run_1/floorplan.png
Pins as bars on the die edge. Tap cells in gray.
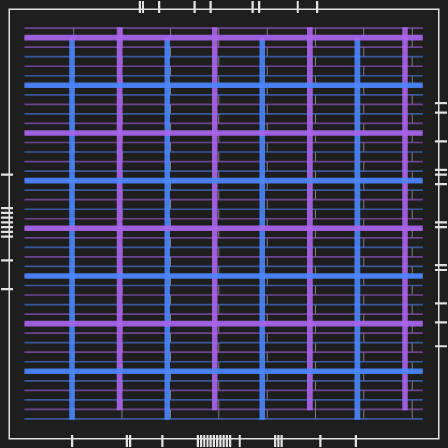
run_1/class_map.png
Bar = 20 um.
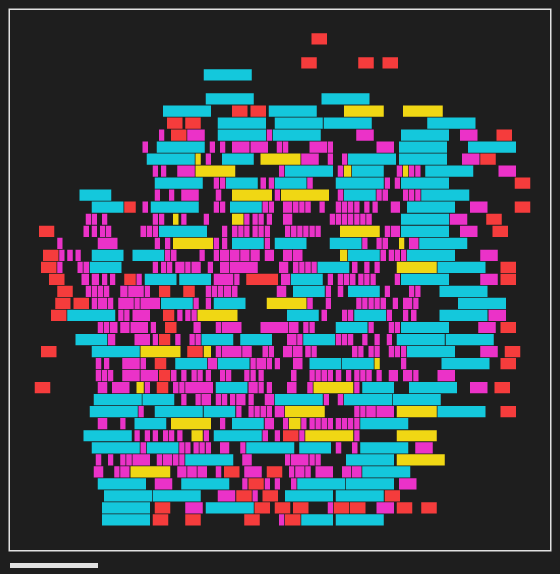
run_1/gates.png
Bar = 20 um.
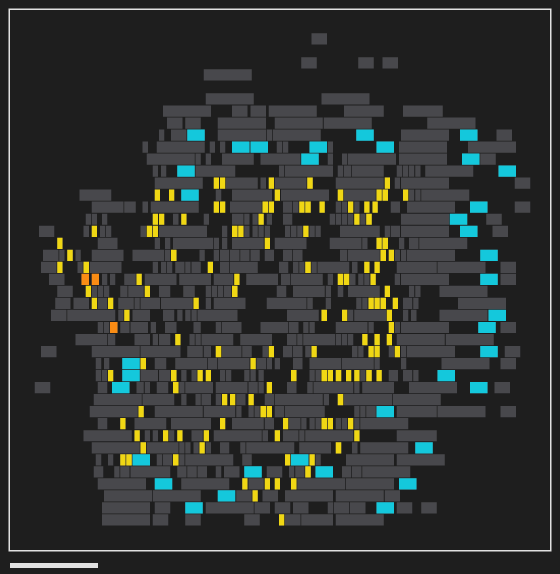
**src/rtl/instr_load_pkg.sv**
```systemverilog
// Shared widths, lane mapping and queue entry layout
// for the narrow-to-wide stream packers.
package instr_load_pkg;

  localparam int IN_W_DEF  = 8;
  localparam int RATIO_DEF = 4;

  function automatic int out_w(
    input int in_w,
    input int ratio
  );
    return in_w * ratio;
  endfunction

  function automatic int cnt_w(input int n);
    return (n <= 1) ? 1 : $clog2(n);
  endfunction

  // The mapping is its own inverse: lane -> beat
  // uses the same call as beat -> lane.
  function automatic int lane_idx(
    input int k,
    input int ratio,
    input bit lsb_first
  );
    return lsb_first ? k : ratio - 1 - k;
  endfunction

  typedef struct packed {
    logic [out_w(IN_W_DEF, RATIO_DEF)-1:0] data;
    logic [RATIO_DEF-1:0]                  keep;
  } entry_t;

endpackage

```
**src/rtl/word_assembler_if.sv**
```systemverilog
// Beat input / word output handshake bundle
// of the word assembler.
interface word_assembler_if
  import instr_load_pkg::*;
#(
  parameter int IN_W  = 8,
  parameter int RATIO = 4
);

  localparam int OUT_W = out_w(IN_W, RATIO);
  localparam int CW    = cnt_w(RATIO);

  logic [IN_W-1:0]  in_data;
  logic             in_valid;
  logic             in_ready;
  logic             flush;
  logic [OUT_W-1:0] out_data;
  logic [RATIO-1:0] out_keep;
  logic             out_valid;
  logic             out_ready;
  logic [CW-1:0]    lane_cnt;

  modport master (
    output in_data,
    output in_valid,
    output flush,
    output out_ready,
    input  in_ready,
    input  out_data,
    input  out_keep,
    input  out_valid,
    input  lane_cnt
  );

  modport slave (
    input  in_data,
    input  in_valid,
    input  flush,
    input  out_ready,
    output in_ready,
    output out_data,
    output out_keep,
    output out_valid,
    output lane_cnt
  );

endinterface

```
**src/rtl/word_fifo.sv**
```systemverilog
// Synchronous DEPTH-entry FIFO with an occupancy
// counter; pointers wrap naturally.
module word_fifo #(
  parameter int W     = 36,
  parameter int DEPTH = 2
) (
  input  logic                   clk,
  input  logic                   rst,
  input  logic                   push,
  input  logic [W-1:0]           din,
  input  logic                   pop,
  output logic [W-1:0]           dout,
  output logic                   full,
  output logic                   empty,
  output logic [$clog2(DEPTH):0] count
);

  localparam int AW = $clog2(DEPTH);

  logic [W-1:0]  mem [DEPTH];
  logic [AW-1:0] wr_ptr;
  logic [AW-1:0] rd_ptr;
  logic [AW:0]   cnt_q;
  logic          do_push;
  logic          do_pop;

  assign full    = cnt_q == (AW+1)'(DEPTH);
  assign empty   = cnt_q == '0;
  assign count   = cnt_q;
  assign dout    = mem[rd_ptr];
  assign do_push = push && !full;
  assign do_pop  = pop && !empty;

  // Storage, pointers and occupancy update.
  always_ff @(posedge clk) begin
    if (rst) begin
      wr_ptr <= '0;
      rd_ptr <= '0;
      cnt_q  <= '0;
      for (int i = 0; i < DEPTH; i++)
        mem[i] <= '0;
    end else begin
      if (do_push) begin
        mem[wr_ptr] <= din;
        wr_ptr      <= wr_ptr + 1'b1;
      end
      if (do_pop)
        rd_ptr <= rd_ptr + 1'b1;
      unique case ({do_push, do_pop})
        2'b10:   cnt_q <= cnt_q + 1'b1;
        2'b01:   cnt_q <= cnt_q - 1'b1;
        default: cnt_q <= cnt_q;
      endcase
    end
  end

endmodule

```
**src/rtl/word_assembler.sv**
```systemverilog
// Packs RATIO narrow beats into one wide word
// with partial flush and a decoupling queue.
module word_assembler
  import instr_load_pkg::*;
#(
  parameter int IN_W      = 8,
  parameter int RATIO     = 4,
  parameter bit LSB_FIRST = 1'b1,
  parameter int DEPTH     = 2
) (
  input  logic       clk,
  input  logic       rst,
  word_assembler_if.slave bus
);

  localparam int OUT_W = out_w(IN_W, RATIO);
  localparam int CW    = cnt_w(RATIO);
  localparam int EW    = OUT_W + RATIO;

  typedef struct packed {
    logic [OUT_W-1:0] data;
    logic [RATIO-1:0] keep;
  } ent_t;

  logic [OUT_W-1:0]      acc_q;
  logic [OUT_W-1:0]      acc_nxt;
  logic [RATIO-1:0]      keep_q;
  logic [RATIO-1:0]      keep_nxt;
  logic [CW-1:0]         cnt_q;
  logic                  full;
  logic                  empty;
  logic                  in_ready;
  logic                  accept;
  logic                  flush_tk;
  logic                  last;
  logic                  push;
  logic                  pop;
  logic [$clog2(DEPTH):0] fifo_cnt;
  logic                  unused_cnt;
  ent_t                  wr_ent;
  ent_t                  rd_ent;

  assign in_ready = !rst && !full;
  assign accept   = bus.in_valid && in_ready;
  assign flush_tk = bus.flush && in_ready;
  assign pop      = !empty && bus.out_ready;
  assign last     = accept && (cnt_q == CW'(RATIO-1));
  assign push     = last ||
                    (flush_tk && (accept || cnt_q != '0));

  // Merge the incoming beat into its lane.
  always_comb begin
    acc_nxt  = acc_q;
    keep_nxt = keep_q;
    for (int l = 0; l < RATIO; l++) begin
      if (accept &&
          cnt_q == CW'(lane_idx(l, RATIO, LSB_FIRST))) begin
        acc_nxt[l*IN_W +: IN_W] = bus.in_data;
        keep_nxt[l]             = 1'b1;
      end
    end
  end

  assign wr_ent = '{data: acc_nxt, keep: keep_nxt};

  // Partial word: clear on push, else absorb beat.
  always_ff @(posedge clk) begin
    if (rst) begin
      acc_q  <= '0;
      keep_q <= '0;
      cnt_q  <= '0;
    end else if (push) begin
      acc_q  <= '0;
      keep_q <= '0;
      cnt_q  <= '0;
    end else if (accept) begin
      acc_q  <= acc_nxt;
      keep_q <= keep_nxt;
      cnt_q  <= cnt_q + 1'b1;
    end
  end

  word_fifo #(
    .W     (EW),
    .DEPTH (DEPTH)
  ) u_fifo (
    .clk   (clk),
    .rst   (rst),
    .push  (push),
    .din   (wr_ent),
    .pop   (pop),
    .dout  (rd_ent),
    .full  (full),
    .empty (empty),
    .count (fifo_cnt)
  );

  assign unused_cnt    = ^fifo_cnt;
  assign bus.in_ready  = in_ready;
  assign bus.out_data  = rd_ent.data;
  assign bus.out_keep  = rd_ent.keep;
  assign bus.out_valid = !empty;
  assign bus.lane_cnt  = cnt_q;

endmodule

```
**src/flat_wrapper.sv**
```systemverilog
// flat-port wrapper written by rule: the top's interface ports become plain ports
module word_assembler_flat import instr_load_pkg::*;
#(
  parameter int IN_W      = 8,
  parameter int RATIO     = 4,
  parameter bit LSB_FIRST = 1'b1,
  parameter int DEPTH     = 2
)
  (clk, rst, bus_in_data, bus_in_valid, bus_flush, bus_out_ready, bus_in_ready, bus_out_data, bus_out_keep, bus_out_valid, bus_lane_cnt);
  word_assembler_if #(.IN_W(IN_W), .RATIO(RATIO)) bus_i ();
  input  logic clk;
  input  logic rst;
  input wire logic [$bits(bus_i.in_data)-1:0] bus_in_data;
  input wire logic [$bits(bus_i.in_valid)-1:0] bus_in_valid;
  input wire logic [$bits(bus_i.flush)-1:0] bus_flush;
  input wire logic [$bits(bus_i.out_ready)-1:0] bus_out_ready;
  output wire logic [$bits(bus_i.in_ready)-1:0] bus_in_ready;
  output wire logic [$bits(bus_i.out_data)-1:0] bus_out_data;
  output wire logic [$bits(bus_i.out_keep)-1:0] bus_out_keep;
  output wire logic [$bits(bus_i.out_valid)-1:0] bus_out_valid;
  output wire logic [$bits(bus_i.lane_cnt)-1:0] bus_lane_cnt;
  assign bus_i.in_data = bus_in_data;
  assign bus_i.in_valid = bus_in_valid;
  assign bus_i.flush = bus_flush;
  assign bus_i.out_ready = bus_out_ready;
  assign bus_in_ready = bus_i.in_ready;
  assign bus_out_data = bus_i.out_data;
  assign bus_out_keep = bus_i.out_keep;
  assign bus_out_valid = bus_i.out_valid;
  assign bus_lane_cnt = bus_i.lane_cnt;
  word_assembler #(.IN_W(IN_W), .RATIO(RATIO), .LSB_FIRST(LSB_FIRST), .DEPTH(DEPTH)) u_core (.clk(clk), .rst(rst), .bus(bus_i));
endmodule
```
**config.mk**
```make
export PLATFORM = sky130hd
export DESIGN_NAME = word_assembler_flat
export DESIGN_NICKNAME = d
export VERILOG_FILES = /design/src/rtl/instr_load_pkg.sv /design/src/rtl/word_assembler_if.sv /design/src/rtl/word_fifo.sv /design/src/rtl/word_assembler.sv /design/src/flat_wrapper.sv
export SDC_FILE = /design/constraint.sdc
export NUM_CORES = 1
export LEC_CHECK = 0
export ABC_AREA = 1
export CORE_MARGIN = 4
export CORE_UTILIZATION = 41
export DETAILED_ROUTE_END_ITERATION = 8
export PLACE_DENSITY = 0.74
export SYNTH_ARGS = -nofsm -noshare
export SYNTH_HDL_FRONTEND = slang
export SYNTH_HIERARCHICAL = 1
export SYNTH_SLANG_ARGS = --single-unit
```
**constraint.sdc**
```tcl
create_clock -name clk -period 2.85 [get_ports clk]
set_input_delay 0.57 -clock clk [delete_from_list [all_inputs] [get_ports clk]]
set_output_delay 0.57 -clock clk [all_outputs]
set_load 0.005 [all_outputs]
```
==> run summary, run 1 <==
Results of an implementation run.

The number of synthesized flops with an enable pin is 72. TritonCTS built the clock tree. The worst register-to-register path ends at u_core/u_fifo/mem[0][23].

53 I/O pins were placed. The OpenROAD report gives the critical path a required time of 2.28 ns. In the Yosys report the total cell count is 567. Traced cell by cell, the critical path runs through buf_4 > mux2_2 > clkdlybuf4s50_1. The number of gates on the worst path with buffers counted is 3.

The number of gates resized after CTS was 0. The clock reaches the later pin of the worst-skew pair after 0.40 ns. The number of clock buffers inserted by TritonCTS is 17. In the final layout, the multi-input gates occupy about 1600 um2. In this build the clock could be raised as far as 389.3 MHz. Of the post-synthesis cell area, the dominant cell type holds 0.4049.

Along the worst path, the maximum fanout reaches 36. The netlist area before placement is roughly 5300 um2. The flow ran to the end, and the final reports show no timing, DRC or antenna violations. The worst setup path category is reg2out. The hold buffer count at CTS is 0.

The worst register-to-register path has a depth of 10. The initial antenna violation count was 0. The maximum level of the CTS H-tree is 4. After routing, the total negative slack on setup checks comes to 0 ns.

The placed instance area is ~6000 um2. The biggest area contributor in the post-synthesis netlist is sky130_fd_sc_hd__edfxtp_1. The starting DRC count in detailed routing is 342. For this run, design rule violations remaining after detail routing come to 0.

The final standard cell utilization of the core is 0.5175. The pre-placement core utilization is 0.4214. The final timing report lists a hold violation count of 0. For the completed layout, the total cell area is recorded as 6558 um2. The worst pin sits at a relative slew slack of 0.6554. Per the detail_route report, vias per standard cell equal 4.670. No sink is reached through more buffers than the 2 on the longest clock path.

For this run, the total global-route usage over all layers was measured as 0.1571.
About floorplan.png:
- purple: VDD
- blue: VSS
- tap cells: 172
- rows: 41
- met5 straps: 8
- signal pins: 53
floorplan die width: 122.1 um
die y size: 122.1 um
peak ir drop on the vdd network: 0.0003206 V
placeable core region: 12670 um2

About class_map.png:
- yellow: clock drivers and dummy loads (cells 32)
- magenta: remaining logic cells (cells 424)
- red: remaining buffers and delay cells (cells 63)
- cyan: registers (cells 115)

About gates.png:
- cyan: mux cells (cells 36; where widely spread)
- yellow: inv cells (cells 129)
- orange: aoi and oai cells (cells 3)

==> run 1: area by class of cell <==
type	instances	share of cell area
Clock inverter	11	0.02080
Multi-Input combinational cell	295	0.2505
Tap cell	172	0.03282
Timing Repair Buffer	63	0.09388
Clock buffer	21	0.06716
Inverter	129	0.07384
Sequential cell	115	0.4610
==> run 1: worst min-delay path, stage by stage (launching register included) <==
cell	delay [ns]
sky130_fd_sc_hd__dfxtp_1	0.29
sky130_fd_sc_hd__inv_1	0.06
sky130_fd_sc_hd__nor2_1	0.04
==> run 1: sequential cells by signal, summed over array words and instances, names as in the netlist, named ones only <==
register,cells
u_core/u_fifo/mem,72
u_core/acc_q,32
u_core/keep_q,4
u_core/bus.lane_cnt,2
u_core/u_fifo/count,2
u_core/u_fifo/rd_ptr,1
u_core/u_fifo/wr_ptr,1
==> run 1: worst min-delay path by stage <==
stage	start	endpoint	slack (ns)
global route	u_core/keep_q[3]	u_core/keep_q[3]	0.47
global placement	u_core/keep_q[3]	u_core/keep_q[3]	0.42
CTS	u_core/keep_q[3]	u_core/keep_q[3]	0.44
floorplan	u_core/keep_q[3]	u_core/keep_q[3]	0.42
detailed placement	u_core/keep_q[3]	u_core/keep_q[3]	0.43
finish	u_core/keep_q[3]	u_core/keep_q[3]	0.44
==> run 1: cell usage after synthesis, types with 3 or more instances <==
cell                       number
sky130_fd_sc_hd__nand3_4        3
sky130_fd_sc_hd__ha_1           5
sky130_fd_sc_hd__nand2_1       84
sky130_fd_sc_hd__mux2_2        36
sky130_fd_sc_hd__nor2_2        19
sky130_fd_sc_hd__dfxtp_1       43
sky130_fd_sc_hd__clkbuf_1       3
sky130_fd_sc_hd__nor2_1       102
sky130_fd_sc_hd__nand4_1       33
sky130_fd_sc_hd__buf_6          8
sky130_fd_sc_hd__inv_1        128
sky130_fd_sc_hd__nand3_2        3
sky130_fd_sc_hd__edfxtp_1      72
sky130_fd_sc_hd__nand3_1        4
sky130_fd_sc_hd__buf_2         14
==> run 1: kinds of logic after synthesis <==
| logic type | count (synthesis) | synth area share |
|---|---|---|
| compound gates | 3 | 0.002811 |
| fa+ha+maj | 5 | 0.01172 |
| buf+inv | 157 | 0.1263 |
| flops | 115 | 0.5661 |
| mux | 36 | 0.07591 |
| simple gates | 251 | 0.2172 |
==> run 1: routing by layer <==
metal / track usage / share of wire / up-vias / wire length, um
met5: 0 / 0 / - / 0
li1: - / - / 1867 / -
met4: 0.06928 / 0.021 / 0 / 227
met2: 0.2731 / 0.51 / 99 / 5515
met3: 0.03668 / 0.046 / 19 / 495
met1: 0.1851 / 0.42 / 1779 / 4563
==> run 1: metrics by stage <==
stage / std cells / setup slack (ns) / hold slack [ns]
6_report: 806 / 0.2813 / 0.4390
2_1_floorplan: 567 / 0.06608 / 0.4156
4_1_cts: 806 / 0.2434 / 0.4416
5_1_grt: 806 / 0.1882 / 0.4654
3_3_place_gp: 774 / 0.4461 / 0.4236
3_5_place_dp: 774 / 0.3445 / 0.4347
--- run 2 (diff from run 1) ---
--- a/config.mk
+++ b/config.mk
@@ -12,2 +12,3 @@
 export PLACE_DENSITY = 0.74
+export SKIP_CTS_REPAIR_TIMING = 1
 export SYNTH_ARGS = -nofsm -noshare
==> constraint.sdc (replaced) <==
create_clock -name clk -period 2.85 [get_ports clk]
set_input_delay 0.855 -clock clk [delete_from_list [all_inputs] [get_ports clk]]
set_output_delay 0.855 -clock clk [all_outputs]
set_load 0.005 [all_outputs]
run_2/gates.png
Bar = 20 um.
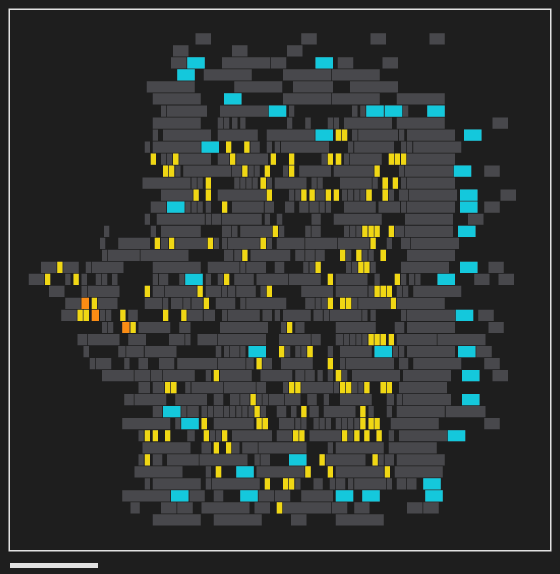
- yellow: inv cells (cells 129)
- cyan: mux cells (cells 36)
- orange: aoi and oai cells (cells 3)

==> run 2 against run 1 <==
Compared with the run above: worst setup slack worse by 0.16 ns; design area is 1.1% higher; die size unchanged; clock power fell by 3%; fmax decreased by 5.8%; synthesized cell count unchanged; combinational power is 4% higher; power shrank 1.4%; largest cell class unchanged; highest routed layer unchanged.
==> run summary, run 2 <==
Results of an implementation run.

The register with the most flip-flops in the final layout is u_core/u_fifo/mem. Summed over all instances, the cell type with the most area after synthesis is sky130_fd_sc_hd__edfxtp_1. The top achievable clock speed is 366.7 MHz (-5.8%). The netlist area before placement is 5340 um2 (unchanged). The leakage power summed over all cells is 2.837 nW.

The number of hold violations in the final report came to 0 (unchanged). The total die size is 14910 um2. Ranking logic cells in the layout by count gives the top entries sky130_fd_sc_hd__inv_1, sky130_fd_sc_hd__nor2_1, sky130_fd_sc_hd__nand2_1. The switching portion of total power comes to 0.2186.

The starting DRC count in detailed routing came to 255 (-25%). The worst slew margin relative to its limit is 0.6904 (+0.03497). The pre-placement core utilization is 0.4214 (unchanged). The number of synthesized flops with an enable pin was 72 (unchanged). The minimum setup slack in the final design came to 0.1231 ns (-0.1582 ns).

The flow ran to the end, and the final reports show no timing, DRC or antenna violations. The initial antenna violation count is 0 (unchanged). The horizontal die dimension is 122.1 um (unchanged).

The area of the core region is 12670 um2 (unchanged). The height of the chip came to 122.1 um (unchanged). The worst setup path category is reg2out.

The setup slack at placement is -0.01992 ns (-0.3644 ns). The maximum level of the CTS H-tree is 4 (unchanged). The CTS tree is yes. In the final layout, the registers with the most flip-flops are u_core/u_fifo/mem x72, u_core/acc_q x32, u_core/keep_q x4. The total routing resource utilization after global routing is 0.1591 (+0.001977).

The number of standard cells reported by yosys is 567 (unchanged). The met2 routed wirelength is 5.472 mm (-0.78%). The most frequent cell after synthesis is sky130_fd_sc_hd__inv_1.

For reference, the top cells by count after synthesis are sky130_fd_sc_hd__inv_1, sky130_fd_sc_hd__nor2_1, sky130_fd_sc_hd__nand2_1, sky130_fd_sc_hd__edfxtp_1, sky130_fd_sc_hd__dfxtp_1. The number of top-level design ports came to 53 (unchanged). The number of clock buffers inserted by TritonCTS was 17 (unchanged). The top fanout value on the critical path was 36 (unchanged). The maximum vdd drop is 0.0002620 V (-18%). The data required time of the worst path came to 2.00 ns (-0.28 ns). Per the post-CTS timing run, clock transition at the registers of the reported paths is 0.05 ns. The detailed-route DRC error count came to 0 (unchanged).

The number of flip-flops in the largest register is 72 (unchanged). The worst slack on hold paths is 0.4842 ns (+0.04516 ns). The met3 wirelength from detailed routing was 698 um (+41%). The per-cell via count in the routed design is 4.645 (-0.53%). The detailed-route wire length on metal 1 is 4.447 mm (-2.5%).

The fraction of post-synthesis cell area in the top cell type by area is 0.4049 (unchanged). The data arrival time of the worst path is 1.87 ns.
==> run 2: cell counts after synthesis <==
Identical to the previous run, type by type.
==> run 2: stage by stage <==
stage	util	cell area (um2)	cells	power, mW	TNS [ns]
after global placement	0.4791	6071	777	2.231	-0.02369
after global routing	0.5235	6633	809	4.343	0
after detailed placement	0.4791	6071	777	2.242	-0.01992
after floorplan	-	5345	567	2.091	0
after CTS	0.5233	6630	809	4.212	-0.01992
final	0.5235	6633	809	4.189	0
==> run 2: layout make-up <==
class                           instances  area, um2
Clock inverter                         13      116.4
Clock buffer                           19      442.9
Fill cell                            1094       6038
Timing Repair Buffer                   66      703.2
Tap cell                              172      215.2
Multi-Input combinational cell        295       1648
Inverter                              129      484.2
Sequential cell                       115       3023
==> run 2: worst paths after layout <==
path | start | end | slack, ns | cells past startpoint
max | flop | bus_out_data[4] | 0.12 | 3
min | u_core/keep_q[3] | u_core/keep_q[3] | 0.48 | 2
max reg2reg | u_core/bus.lane_cnt[0] | u_core/u_fifo/mem[0][22] | 0.65 | 10
min reg2reg | u_core/keep_q[3] | u_core/keep_q[3] | 0.48 | 2
==> run 2: kinds of logic after synthesis <==
group / Yosys count / share of synthesized area
mux: 36 / 0.07591
simple gates: 251 / 0.2172
flops: 115 / 0.5661
compound gates: 3 / 0.002811
buf+inv: 157 / 0.1263
fa+ha+maj: 5 / 0.01172
==> run 2: critical path: stages (launching register included) <==
cell,delay (ns)
sky130_fd_sc_hd__dfxtp_1,0.35
sky130_fd_sc_hd__buf_12,0.22
sky130_fd_sc_hd__mux2_2,0.39
sky130_fd_sc_hd__clkdlybuf4s50_1,0.46
==> run 2: power by group through the flow <==
stage	clock network, mW	registers [mW]	logic (mW)
after global routing	2.09	1.86	0.394
after CTS	2.00	1.85	0.362
after global placement	0	1.88	0.352
after floorplan	0	1.88	0.213
after detailed placement	0	1.88	0.358
final	1.98	1.85	0.358
==> run 2: metal layers <==
| layer | vias up | global-route usage |
|---|---|---|
| met2 | 110 | 0.2718 |
| met1 | 1755 | 0.1848 |
| met3 | 24 | 0.04410 |
| met5 | - | 0 |
| met4 | 0 | 0.07558 |
| li1 | 1869 | - |
Power and IR drop assume default switching activity.
